## src/rtl/qpsk_pkg.sv

```systemverilog
`default_nettype none
// ============================================================================
// Module      : qpsk_pkg
// Description : Shared definitions for the QPSK baseband modulator: sample
//               width, default constellation magnitude, pair-assembler
//               states and Gray encode/decode helpers.
// Revision    : 1.0 - initial release
// ============================================================================
package qpsk_pkg;

  localparam int c_sample_w    = 7;
  localparam int c_default_amp = 45;

  // Pair assembler occupancy: no bits, s0 held, complete pair waiting
  typedef enum logic [1:0] {
    EMPTY = 2'd0,
    HALF  = 2'd1,
    FULL  = 2'd2
  } asm_state_t;

  // Binary phase index to Gray-coded dibit: 0->00, 1->01, 2->11, 3->10
  function automatic logic [1:0] gray_enc(input logic [1:0] bin);
    return {bin[1], bin[1] ^ bin[0]};
  endfunction

  // Gray-coded dibit to binary phase increment: 00->0, 01->1, 11->2, 10->3
  function automatic logic [1:0] gray_dec(input logic [1:0] gray);
    return {gray[1], gray[1] ^ gray[0]};
  endfunction

endpackage
`default_nettype wire

```

## src/rtl/qpsk_symbol_map.sv

```systemverilog
`default_nettype none
// ============================================================================
// Module      : qpsk_symbol_map
// Description : Combinational dibit {s0,s1} to constellation point. s0 picks
//               the sign of the Q sample, s1 the sign of the I sample; a set
//               bit means the negative level.
// Revision    : 1.0 - initial release
// ============================================================================
module qpsk_symbol_map
  import qpsk_pkg::*;
#(
  parameter int AMP = c_default_amp
) (
  input  logic [1:0]                   i_dibit,
  output logic signed [c_sample_w-1:0] o_re,
  output logic signed [c_sample_w-1:0] o_im
);

  // AMP never exceeds 63, so both levels fit the signed sample width
  localparam logic signed [c_sample_w-1:0] c_pos = c_sample_w'(AMP);
  localparam logic signed [c_sample_w-1:0] c_neg = c_sample_w'(-AMP);

  assign o_im = i_dibit[1] ? c_neg : c_pos;
  assign o_re = i_dibit[0] ? c_neg : c_pos;

endmodule
`default_nettype wire

```

## src/rtl/qpsk_modulator_baseband.sv

```systemverilog
`default_nettype none
// ============================================================================
// Module      : qpsk_modulator_baseband
// Description : Serial bit stream to 7-bit signed I/Q QPSK samples. Bits are
//               paired, mapped to one of four points and each symbol is
//               presented for SPS beats under a valid/ready handshake.
//               Optional macro QPSK_DIFF_EN enables differential (Gray
//               phase-increment) encoding ahead of the mapper.
// Revision    : 1.0 - initial release
// ============================================================================
module qpsk_modulator_baseband
  import qpsk_pkg::*;
#(
  parameter int AMP = c_default_amp,
  parameter int SPS = 1
) (
  input  logic                         clk,
  input  logic                         rst_n,
  input  logic                         in_bit,
  input  logic                         in_valid,
  output logic                         in_ready,
  output logic signed [c_sample_w-1:0] out_re,
  output logic signed [c_sample_w-1:0] out_im,
  output logic                         out_valid,
  input  logic                         out_ready
);

  localparam logic [7:0] c_last_beat = 8'(SPS - 1);

  asm_state_t                   r_state;
  logic                         r_s0;
  logic [1:0]                   r_pair;
  logic                         r_out_valid;
  logic [7:0]                   r_beat;
  logic signed [c_sample_w-1:0] r_re;
  logic signed [c_sample_w-1:0] r_im;

  logic                         w_accept;
  logic                         w_pair_avail;
  logic                         w_can_load;
  logic                         w_load;
  logic [1:0]                   w_pair_dibit;
  logic [1:0]                   w_tx_dibit;
  logic signed [c_sample_w-1:0] w_map_re;
  logic signed [c_sample_w-1:0] w_map_im;

  assign in_ready = (r_state != FULL);
  assign w_accept = in_valid && in_ready;

  // A pair is available either already stored, or completing this cycle
  assign w_pair_avail = (r_state == FULL) || ((r_state == HALF) && w_accept);
  assign w_pair_dibit = (r_state == FULL) ? r_pair : {r_s0, in_bit};

  // The output stage is free when idle or when its final beat is consumed now
  assign w_can_load = !r_out_valid || (out_ready && (r_beat == c_last_beat));
  assign w_load     = w_can_load && w_pair_avail;

`ifdef QPSK_DIFF_EN
  logic [1:0] r_phase;
  logic [1:0] w_phase_next;

  assign w_phase_next = r_phase + gray_dec(w_pair_dibit);
  assign w_tx_dibit   = gray_enc(w_phase_next);

  // Accumulated phase advances only when a symbol actually leaves the assembler
  always_ff @(posedge clk or negedge rst_n) begin
    if (!rst_n) begin
      r_phase <= 2'd0;
    end else if (w_load) begin
      r_phase <= w_phase_next;
    end
  end
`else
  assign w_tx_dibit = w_pair_dibit;
`endif

  qpsk_symbol_map #(
    .AMP (AMP)
  ) u_symbol_map (
    .i_dibit (w_tx_dibit),
    .o_re    (w_map_re),
    .o_im    (w_map_im)
  );

  // Pair assembler: collects s0 then s1, parks a pair when the output is busy
  always_ff @(posedge clk or negedge rst_n) begin
    if (!rst_n) begin
      r_state <= EMPTY;
      r_s0    <= 1'b0;
      r_pair  <= 2'b00;
    end else begin
      case (r_state)
        EMPTY: begin
          if (w_accept) begin
            r_s0    <= in_bit;
            r_state <= HALF;
          end
        end
        HALF: begin
          if (w_accept) begin
            r_pair  <= {r_s0, in_bit};
            r_state <= w_load ? EMPTY : FULL;
          end
        end
        FULL: begin
          if (w_load) begin
            r_state <= EMPTY;
          end
        end
        default: r_state <= EMPTY;
      endcase
    end
  end

  // Output stage: load a new symbol, step through its beats, or go idle
  always_ff @(posedge clk or negedge rst_n) begin
    if (!rst_n) begin
      r_out_valid <= 1'b0;
      r_beat      <= 8'd0;
      r_re        <= '0;
      r_im        <= '0;
    end else if (w_load) begin
      r_out_valid <= 1'b1;
      r_beat      <= 8'd0;
      r_re        <= w_map_re;
      r_im        <= w_map_im;
    end else if (r_out_valid && out_ready) begin
      if (r_beat < c_last_beat) begin
        r_beat <= r_beat + 8'd1;
      end else begin
        // Final beat consumed with nothing queued: samples return to zero
        r_out_valid <= 1'b0;
        r_beat      <= 8'd0;
        r_re        <= '0;
        r_im        <= '0;
      end
    end
  end

  assign out_valid = r_out_valid;
  assign out_re    = r_re;
  assign out_im    = r_im;

endmodule
`default_nettype wire

```

## config.mk

```make
export PLATFORM = sky130hd
export DESIGN_NAME = qpsk_modulator_baseband
export DESIGN_NICKNAME = d
export VERILOG_FILES = /design/src/rtl/qpsk_pkg.sv /design/src/rtl/qpsk_symbol_map.sv /design/src/rtl/qpsk_modulator_baseband.sv
export SDC_FILE = /design/constraint.sdc
export NUM_CORES = 1
export LEC_CHECK = 0
export CORE_MARGIN = 2
export CORE_UTILIZATION = 45
export DETAILED_ROUTE_END_ITERATION = 12
export PLACE_DENSITY = 0.76
export SETUP_SLACK_MARGIN = 0.4
export SLEW_MARGIN = 20
export SYNTH_ARGS = -nofsm -noshare
export SYNTH_HDL_FRONTEND = slang
export SYNTH_HIERARCHICAL = 1
export SYNTH_SLANG_ARGS = --single-unit
export TNS_END_PERCENT = 20
```

## constraint.sdc

```tcl
create_clock -name clk -period 1.6 [get_ports clk]
set_clock_uncertainty 0.15 [all_clocks]
set_input_delay 0.16 -clock clk [delete_from_list [all_inputs] [get_ports clk]]
set_output_delay 0.16 -clock clk [all_outputs]
set_load 0.005 [all_outputs]
```

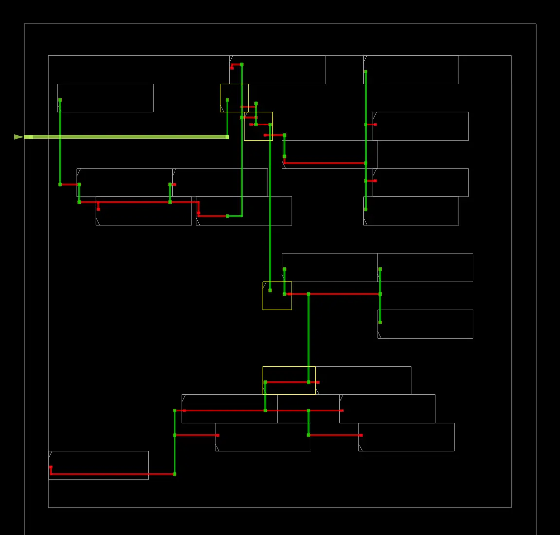
Fig. 1. Clock nets (run 1).
TritonCTS buffer count: 3
clk sinks: 20
Latency at later pin: 290 ps
Clock group: 0.282 mW

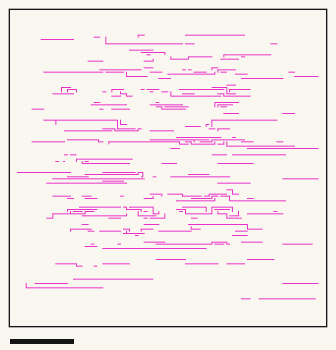
Fig. 2. Metal 1 (run 1).
The bar under the picture is 10 um long.
share of all routed wire = 45%
wire length on this layer = 739 um
main direction = horizontal
longest straight run = 16.1 um

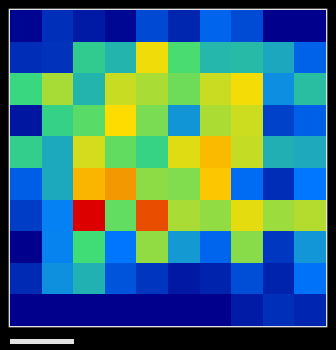
Fig. 3. Wiring heat map (run 1).
The bar under the picture is 10 um long. The die is cut into 10 by 10 equal tiles; dark blue is low, red is high, scaled to the fullest tile. Values are wire area over tile area, all layers added.
mean over tiles = 0.11
nearly empty tiles = 12%
fullest tile = 0.29
Wirelength per Cell: 12.99 um
Vias: 613
WL final: 1637 um
Total GRT Usage: 0.1536

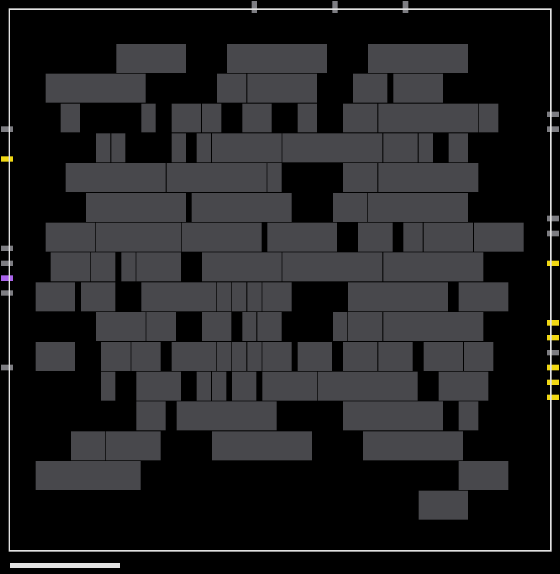
Fig. 4. Ports around the boundary (run 1).
The bar under the picture is 10 um long. Pins as bars across the die edge, other pins in gray.
yellow -> `out_im`  # pins 7, direction output, edge 6 right, 1 left
purple -> `in_ready`  # pins 1, direction output, edge left
all pins by edge = 11 right, 7 left, 3 top

==> results.toml, run 1 <==
# physical design summary
[outcome]
status = "finished, final reports clean"

[setup_path]
r2r_cells = 5
path_cells = "buf_6 -> and3b_4 -> o31ai_4 -> clkbuf_16 -> a22o_1"
crit_family = "flip-flops"
r2r_slack_ps = 30
cp.arrival_ps = 1610
reg2reg_from = "r_state[1]"
critPathMaxFanout = 7
crit_slowest_cell = "dfrtp_1"
critPathMaxStageDelay_ps = 420
worst-path-stages = 5
startpoint = "r_state[1]"
path_class = "reg2reg"
worstPathRequired_ps = 1640
cp-end-kind = "flip-flop"
r2r_end = "out_im[1]"
cp_num_buf_inv = 2
endpoint = "out_im[1]"
start_kind = "flip-flop"

[layout]
final_nets = 105
fin_area_mm2 = 0.001237
diodes = 0
final_cell_count_no_fill = 126
final_util = 0.6372
synthToLayoutAreaGrowth_pct = 34.01
drive_above_1_share = 0.3636

[placed_design]
port_buffers = 20
place_hpwl_um = 1074
place_ws_ps = -214.5
globalplace.congestion = 0.7552
place_area_mm2 = 0.001076
dp.cells = 114

[logic_synthesis]
ys.flops = 20
syn_inst = 77
synthDominantCellAreaShare = 0.5420
avgSynthCellArea_um2 = 11.99
yosysTopAreaCell = "dfrtp_1"
dominantRegCellSynth = "dfrtp_1"
yosys_warnings = 6
edf_count = 0
synthTopCellsByCount = "dfrtp_1 (20), nand2_1 (13), buf_4 (12), a22o_1 (10), a22o_2 (4)"
top_cell = "dfrtp_1"
ys_seq_share = 0.5420
async_flop_share = 1.000
area_leaders = "dfrtp_1 (54%), buf_4 (9.8%), a22o_1 (9.5%), nand2_1 (5.3%), a22o_2 (4.3%)"
ys_cells = 77
ys_types = 19
yosysChipArea_um2 = 923.4
synthesis.area_um2 = 923.4

[pwr]
p_per_area_mw_per_mm2 = 1785
leakagePower_nw = 0.7112
p_total_mw = 2.208
ir_worst_vdd_uv = 951.0

[clocking]
clk_pin_slew_ps = 110
cts_buffer_depth = 2
clockRootBuffer = "clkbuf_4"
tritoncts = "built"
cts_hold_buf = 0
cts_max_level = 1

[floorplanning]
io_pins = 21
die_area_mm2 = 0.002430
coreArea_mm2 = 0.001942
dieWidth_um = 49.30
dieHeight_um = 49.30
rows = 16
initCoreUtil = 0.4755

[routing]
drt_pass1_iterations = 4
drtAntennaViolNets = 0
drc_errors = 0
drt_iter0_drc = 3
vias_per_cell = 4.865

[global_routing]
overflow = 0
grt_pass1_wl_um = 2870
grt_pass1_vias = 641
grt_antenna_before_repair = 0
grt_max_degree = 21

[sta]
drv_slew = 0
fin_crit_ps = 1567
timing.setup.tns_ps = 0
finalCritPeriodShare = 0.9795
rsz0062_at_grt = "true"
holdWs_ps = 40.25
fmax_mhz = 638.1
final-hold-violation-count = 0
setup_slack_ps = 32.84
setup_violations = 0

[run]
tool_warnings = 29
maxCapViolations = 0

[min_path]
hold_class = "in2async"
[run 1: layer usage]
| metal | vias up | global-route usage | part of all wire |
|---|---|---|---|
| li1 | 293 | - | - |
| met4 | 0 | 0.04286 | 0 |
| met1 | 302 | 0.1956 | 0.45 |
| met2 | 18 | 0.2613 | 0.50 |
| met5 | - | 0 | 0 |
| met3 | 0 | 0.03374 | 0.051 |
[run 1: registers in the layout, indices dropped and copies added, names as in the netlist]
name / count
out_valid: 1
out_im: 7
r_pair: 2
r_state: 2
r_s0: 1
out_re: 7
[run 1: worst min path at each step]
stage	cells past startpoint	from	to
floorplan	0	rst_n	out_im[0]
global placement	2	r_pair[1]	r_pair[1]
detailed placement	2	r_pair[0]	r_pair[0]
CTS	2	rst_n	out_re[1]
global route	2	rst_n	out_im[5]
finish	2	rst_n	out_re[1]
[run 1: power by group]
part,total [mW],internal (mW),switching (mW)
combinational,1.07,0.660,0.409
clock,0.282,0.138,0.144
sequential,0.858,0.712,0.146
total,2.21,1.51,0.698
[run 1: layout make-up]
cell class	instances	area [um2]
inverter	3	11.26
fill	162	704.4
clock buffer	4	36.28
tap	27	33.78
multi-input combinational	41	337.8
timing repair buffer	31	316.6
sequential	20	501.7
[run 1: what timing repair did]
item                                    in CTS  in global routing
pin swaps                                    8                 10
resized                                      7                 25
setup buffers                                6                  1
endpoints found under the setup margin      35                 35
gates cloned                                 1                  0
endpoints found under the hold margin        0                  0
[run 1: placed cells by master, fill, tap and decap left out, types with 2 or more instances in the layout]
cell             count
inv_2                2
clkdlybuf4s50_1      4
a22o_4               4
buf_12               2
nor2_1               3
clkbuf_2             7
nand2_1             11
buf_6                2
buf_4                6
nand2_2              2
dlymetal6s2s_1       8
a22o_1              10
conb_1               2
dfrtp_1             19
clkbuf_4             3
[run 1: cells by family (layout without fill, tap and decap cells)]
group / after synthesis / count (layout) / synth area share
AOI/OAI and AO/OA: 16 / 16 / 0.1816
xor gates and xnor gates: 1 / 1 / 0.009487
buffers and inverters: 17 / 38 / 0.1341
DFF: 20 / 20 / 0.5420
muxes: 1 / 1 / 0.01219
other: 1 / 2 / 0.004061
and+or+nand+nor: 21 / 21 / 0.1165
Fig. 5: run 1, sequential cells grouped by signal name
The bar under the picture is 10 um long. Other sequential cells in the stronger gray, the rest of the logic in the fainter gray.
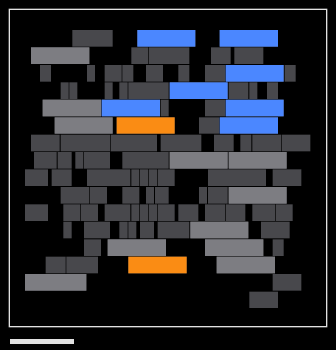

## Run 2: what changed since run 1
--- a/config.mk
+++ b/config.mk
@@ -10,6 +10,7 @@
 export DETAILED_ROUTE_END_ITERATION = 12
 export PLACE_DENSITY = 0.76
 export SETUP_SLACK_MARGIN = 0.4
+export SKIP_LAST_GASP = 1
 export SLEW_MARGIN = 20
 export SYNTH_ARGS = -nofsm -noshare
 export SYNTH_HDL_FRONTEND = slang
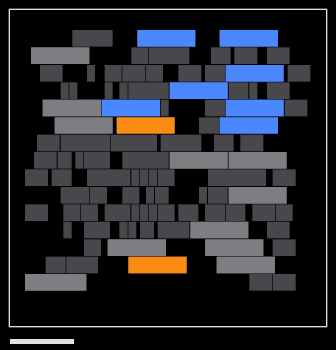
Fig. 6. Sequential cells grouped by signal name (run 2).
The bar under the picture is 10 um long. Other sequential cells in the stronger gray, the rest of the logic in the fainter gray.
blue -> `out_re`  # placed flops 7
orange -> `r_pair`  # placed flops 2
not colored = 11
Seq group: 0.860 mW
register area: 501.7 um2
Final Core Density: 0.6450

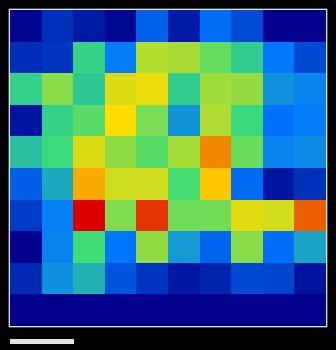
Fig. 7. Wiring heat map (run 2).
The bar under the picture is 10 um long. The die is cut into 10 by 10 equal tiles; dark blue is low, red is high, scaled to the fullest tile. Values are wire area over tile area, all layers added.
Wirelength per Cell: 12.74 um
WL final: 1605 um
Vias: 609

==> results.toml, run 2 <==
# physical design summary
[outcome]
status = "finished, final reports clean"

[routing]
drt_pass1_iterations = 4
vias_per_cell = 4.833
drc_errors = 0
drtAntennaViolNets = 0
drt_iter0_drc = 3

[clocking]
cts_buffer_depth = 2
tritoncts = "built"
cts_max_level = 1
cts-buffers-inserted = 3
clock-sinks = 20
clk_pin_slew_ps = 110
clockRootBuffer = "clkbuf_4"
clock_latency_ps = 290

[setup_path]
crit_slowest_cell = "dfrtp_1"
critPathMaxFanout = 7
path_class = "reg2reg"
start_kind = "flip-flop"
r2r_cells = 5
r2r_end = "out_re[4]"
cp-end-kind = "flip-flop"
reg2reg_from = "r_state[1]"
r2r_slack_ps = 30
critPathMaxStageDelay_ps = 420
path_cells = "buf_6 -> and3b_4 -> o31ai_4 -> clkbuf_16 -> a22o_1"
cp.arrival_ps = 1610
worstPathRequired_ps = 1640

[pwr]
ir_worst_vdd_uv = 936.2
p_total_mw = 2.299
leakagePower_nw = 0.5898
p_per_area_mw_per_mm2 = 1836

[logic_synthesis]
dominantRegCellSynth = "dfrtp_1"
edf_count = 0
syn_inst = 77
synthDominantCellAreaShare = 0.5420
yosys_warnings = 6
fa_ha_area_frac = 0
ys.flops = 20
ys_sh_xor = 0.009485
ys_types = 19
area_leaders = "dfrtp_1 (54%), buf_4 (9.8%), a22o_1 (9.5%), nand2_1 (5.3%), a22o_2 (4.3%)"
ys_sh_simple = 0.1165
avgSynthCellArea_um2 = 11.99
ys_seq_share = 0.5420
yosysTopAreaCell = "dfrtp_1"
synthTopCellsByCount = "dfrtp_1 (20), nand2_1 (13), buf_4 (12), a22o_1 (10), a22o_2 (4)"
top_cell = "dfrtp_1"
synthesis.area_um2 = 923.4
ys_sh_mux = 0.01220
top_logic_kind = "AND-OR/OR-AND gates"
ys_cells = 77
yosysChipArea_um2 = 923.4
async_flop_share = 1.000
aoi_share = 0.1816

[placed_design]
place_area_mm2 = 0.001076
place_hpwl_um = 1074
globalplace.congestion = 0.7552
place_ws_ps = -214.5

[floorplanning]
rows = 16
coreArea_mm2 = 0.001942
initCoreUtil = 0.4755
die_area_mm2 = 0.002430
io_pins = 21

[sta]
holdWs_ps = 39.63
setup_violations = 0
setup_slack_ps = 30.91
fin_crit_ps = 1569
finalCritPeriodShare = 0.9807
drv_slew = 0
rsz0062_at_grt = "true"
fmax_mhz = 637.3
final-hold-violation-count = 0

[layout]
nFillCells = 158
final_cell_mix = "clkdlybuf4s50_1 (19), dfrtp_1 (19), nand2_1 (11)"
diodes = 0
logic_area_um2 = 337.8
final_nets = 105
synthToLayoutAreaGrowth_pct = 35.64
drive_above_1_share = 0.2929
fin_area_mm2 = 0.001252

[run]
maxCapViolations = 0
tool_warnings = 29

[global_routing]
grt_max_degree = 21
grt_antenna_before_repair = 0
grt_pass1_wl_um = 2870
overflow = 0
grt_pass1_vias = 641
gr-usage-all-layers = 0.1536

[min_path]
hold_class = "in2async"
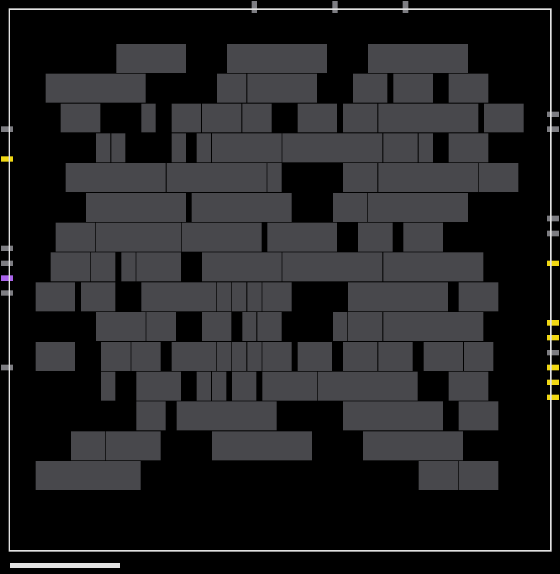
Fig. 8. Ports around the boundary (run 2).
The bar under the picture is 10 um long. Pins as bars across the die edge, other pins in gray.
PortBufs: 20
Die H: 49.30 um
width of the die: 49.30 um

==> run 2: layout make-up <==
type                       count  share of cell area
clock buffer                   4             0.02897
inverter                       3            0.008991
tap                           27             0.02697
multi-input combinational     41              0.2697
timing repair buffer          31              0.2647
sequential                    20              0.4006
==> run 2: critical path: cells and delay by family, from the launching register on <==
| kind | cells | cell delay (ps) |
|---|---|---|
| flops | 1 | 420 |
| buf+inv | 2 | 300 |
| simple gates | 1 | 300 |
| compound gates | 2 | 300 |
==> run 2: logic make-up (layout without fill, tap and decap cells) <==
group           after synthesis  in the layout
compound gates               16             16
simple gates                 21             21
xor+xnor                      1              1
buf+inv                      17             38
mux                           1              1
flops                        20             20
other cells                   1              2
==> run 2: how the worst max path moves through the flow <==
stage,startpoint,endpoint,slack [ps],cells past startpoint
floorplan,r_state[0],out_re[1],180,6
global placement,in_valid,out_re[6],-170,4
detailed placement,in_valid,out_im[0],-210,4
CTS,r_state[1],out_im[0],7,5
global route,out_valid,out_valid,-30,1
finish,r_state[1],out_re[4],30,5
==> run 2: power breakdown <==
group | switching [mW] | leakage (nW) | internal [mW]
sequential | 0.148 | 0.257 | 0.713
clock | 0.144 | 0.0210 | 0.138
combinational | 0.406 | 0.312 | 0.750
==> run 2: per-layer routing <==
| metal | up-vias | track usage | wire length [um] |
|---|---|---|---|
| met2 | 18 | 0.2613 | 806 |
| met5 | - | 0 | 0 |
| met3 | 0 | 0.03374 | 80 |
| li1 | 292 | - | - |
| met1 | 299 | 0.1956 | 718 |
| met4 | 0 | 0.04286 | 0 |
==> run 2: metrics by stage <==
step           instances  TNS (ps)  utilization
4_1_cts              125         0       0.6398
2_1_floorplan         78         0            -
3_5_place_dp         114     -2852       0.5541
5_1_grt              126    -147.8       0.6450
3_3_place_gp         114     -2288       0.5541
6_report             126         0       0.6450
==> run 2: timing repair <==
action | 4_1_cts | 5_1_grt
endpoints found under the setup margin | 35 | 35
cloned | 1 | 0
hold buffers | 0 | 0
setup buffers | 6 | 1
gates resized | 7 | 3
pin swaps | 8 | 6
Fig. 9: run 2, clock nets
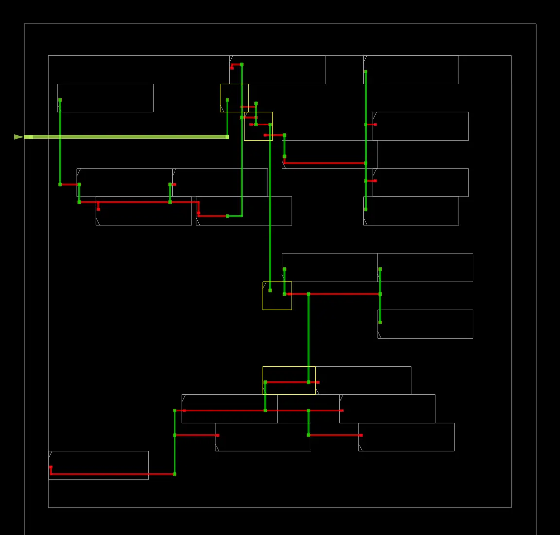

## Run 3: what changed since run 2
--- a/config.mk
+++ b/config.mk
@@ -6,9 +6,9 @@
 export NUM_CORES = 1
 export LEC_CHECK = 0
 export CORE_MARGIN = 2
-export CORE_UTILIZATION = 45
+export CORE_UTILIZATION = 49
 export DETAILED_ROUTE_END_ITERATION = 12
-export PLACE_DENSITY = 0.76
+export PLACE_DENSITY = 0.78
 export SETUP_SLACK_MARGIN = 0.4
 export SKIP_LAST_GASP = 1
 export SLEW_MARGIN = 20
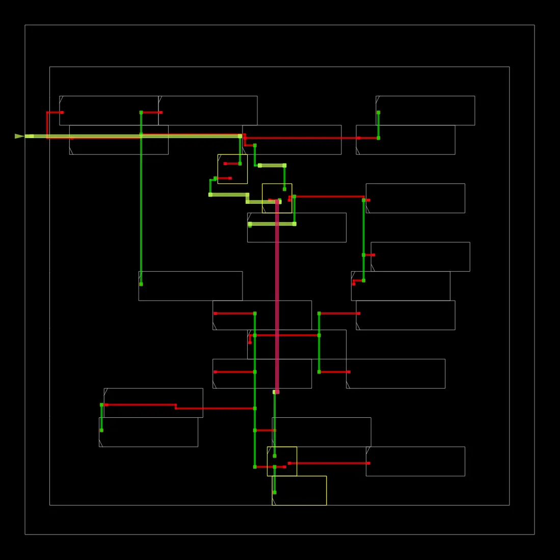
Fig. 10. Clock nets (run 3).
Latency at later pin: 300 ps
Clock group: 0.291 mW

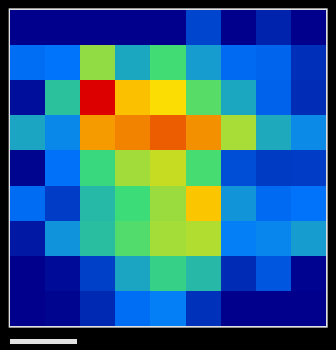
Fig. 11. Wiring heat map (run 3).
The bar under the picture is 10 um long. The die is cut into 9 by 9 equal tiles; dark blue is low, red is high, scaled to the fullest tile. Values are wire area over tile area, all layers added.
mean over tiles = 0.12
emptiest ninth of the die = bottom left
nearly empty tiles = 19%
densest ninth of the die = middle
tiles over half the peak = 24%
Wirelength per Cell: 13.18 um
Vias: 631

==> results.toml, run 3 <==
# physical design summary
[placed_design]
dp.cells = 113
globalplace.congestion = 0.7994
place_hpwl_um = 1056
port_buffers = 20

[pwr]
leakagePower_nw = 0.5906
p_per_area_mw_per_mm2 = 1859
p_total_mw = 2.313
ir_worst_vdd_uv = 1154

[logic_synthesis]
avgSynthCellArea_um2 = 11.99
area_leaders = "dfrtp_1 (54%), buf_4 (9.8%), a22o_1 (9.5%), nand2_1 (5.3%), a22o_2 (4.3%)"
ys.flops = 20
synthTopCellsByCount = "dfrtp_1 (20), nand2_1 (13), buf_4 (12), a22o_1 (10), a22o_2 (4)"
syn_inst = 77
ys_types = 19
ys_seq_share = 0.5420
async_flop_share = 1.000
top_cell = "dfrtp_1"
yosysTopAreaCell = "dfrtp_1"
synthesis.area_um2 = 923.4
edf_count = 0
synthDominantCellAreaShare = 0.5420
yosysChipArea_um2 = 923.4
dominantRegCellSynth = "dfrtp_1"
ys_cells = 77
yosys_warnings = 6

[global_routing]
grt_pass1_vias = 538
gr-usage-all-layers = 0.1623
grt_max_degree = 21
grt_antenna_before_repair = 0
overflow = 0
grt_pass1_wl_um = 2490

[floorplanning]
rows = 15
die_area_mm2 = 0.002248
io_pins = 21
initCoreUtil = 0.5290
dieWidth_um = 47.41
dieHeight_um = 47.41
coreArea_mm2 = 0.001745

[routing]
drtAntennaViolNets = 0
drc_errors = 0
drt_iter0_drc = 24
drt_pass1_iterations = 4
finalWirelength_um = 1648
vias_per_cell = 5.048

[sta]
timing.setup.tns_ps = -235.5
drv_slew = 0
setup_slack_ps = -35.87
rsz0062_at_grt = "true"
final-hold-violation-count = 0
fin_crit_ps = 1636
fmax_mhz = 611.3
setup_violations = 14
finalCritPeriodShare = 1.022
holdWs_ps = 32.91

[layout]
drive_above_1_share = 0.3000
diodes = 0
final_nets = 106
final_cell_mix = "clkdlybuf4s50_1 (19), dfrtp_1 (19), nand2_1 (11)"
synthToLayoutAreaGrowth_pct = 34.69
nFillCells = 124
final_cell_count_no_fill = 125

[outcome]
violations = "negative setup slack"
status = "complete, but fails checks"

[clocking]
clock-sinks = 20
cts_buffer_depth = 2
cts-buffers-inserted = 3
cts_max_level = 1
cts_hold_buf = 0
clk_pin_slew_ps = 110
tritoncts = "built"
clockRootBuffer = "clkbuf_4"

[setup_path]
path_class = "reg2reg"
critPathMaxFanout = 7
crit_family = "AND-OR/OR-AND gates"
critPathMaxStageDelay_ps = 420
cp-end-kind = "flip-flop"
startpoint = "r_state[1]"
worstPathRequired_ps = 1700
cp.arrival_ps = 1730
start_kind = "flip-flop"
path_cells = "nor2b_4 -> buf_4 -> o31ai_4 -> buf_12 -> a22o_1"
crit_slowest_cell = "dfrtp_1"
reg2reg_from = "r_state[1]"
worst-path-stages = 5
r2r_cells = 5
cp_num_buf_inv = 2

[run]
tool_warnings = 29
maxCapViolations = 0

[min_path]
hold_class = "in2async"
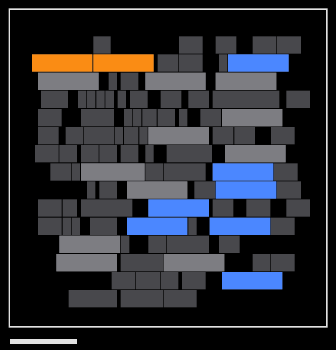
Fig. 12. Sequential cells grouped by signal name (run 3).
The bar under the picture is 10 um long. Other sequential cells in the stronger gray, the rest of the logic in the fainter gray.
blue -> `out_re`  # placed flops 7
orange -> `r_pair`  # placed flops 2
not colored = 11
Final Core Density: 0.7125
Seq group: 0.866 mW
Seq/total area: 0.4034

==> run 3: per-layer routing <==
layer  up-vias  wire length [um]  global-route usage
li1        298                 -                   -
met2        34               819              0.2730
met4         0                17             0.06667
met5         -                 0                   0
met3         2                94             0.03396
met1       297               717              0.2034
==> run 3: repair_timing <==
item	CTS	global route
pin swaps	7	2
setup buffers	5	2
setup endpoints to repair	35	35
gates cloned	1	0
resized	8	0
==> run 3: final timing paths <==
| check | to | slack [ps] |
|---|---|---|
| max in group asynchronous | r_state[0] | 1060 |
| worst max-delay path | out_im[4] | -40 |
| worst max register to register | out_im[4] | -40 |
| min in group clk | r_pair[0] | 290 |
| worst min-delay path | r_state[0] | 30 |
| worst min register to register | r_pair[1] | 350 |
==> run 3: final cells by class <==
cell class	instances	area, um2	share of cell area
tap	25	31.28	0.02515
timing repair buffer	32	325.3	0.2616
sequential	20	501.7	0.4034
clock buffer	4	36.28	0.02918
multi-input combinational	41	337.8	0.2716
inverter	3	11.26	0.009054
==> run 3: per-stage QoR <==
stage          cell area, um2    util  setup slack (ps)
2_1_floorplan           939.7       -             183.5
3_3_place_gp             1081  0.6194            -138.9
3_5_place_dp             1081  0.6194            -198.9
4_1_cts                  1229  0.7039             6.939
5_1_grt                  1244  0.7125            -70.75
6_report                 1244  0.7125            -35.87
==> run 3: cell families after synthesis <==
| family | Yosys count | synth area share |
|---|---|---|
| muxes | 1 | 0.01219 |
| and+or+nand+nor | 21 | 0.1165 |
| AOI/OAI and AO/OA | 16 | 0.1816 |
| buffers and inverters | 17 | 0.1341 |
| xor gates and xnor gates | 1 | 0.009487 |
| DFF | 20 | 0.5420 |
| other | 1 | 0.004061 |
==> run 3: power breakdown <==
part | total [mW] | switching, mW | internal, mW
Combinational | 1.16 | 0.412 | 0.743
Clock | 0.291 | 0.152 | 0.139
Sequential | 0.866 | 0.154 | 0.712
Total | 2.31 | 0.718 | 1.59
Power and IR drop assume default switching activity.
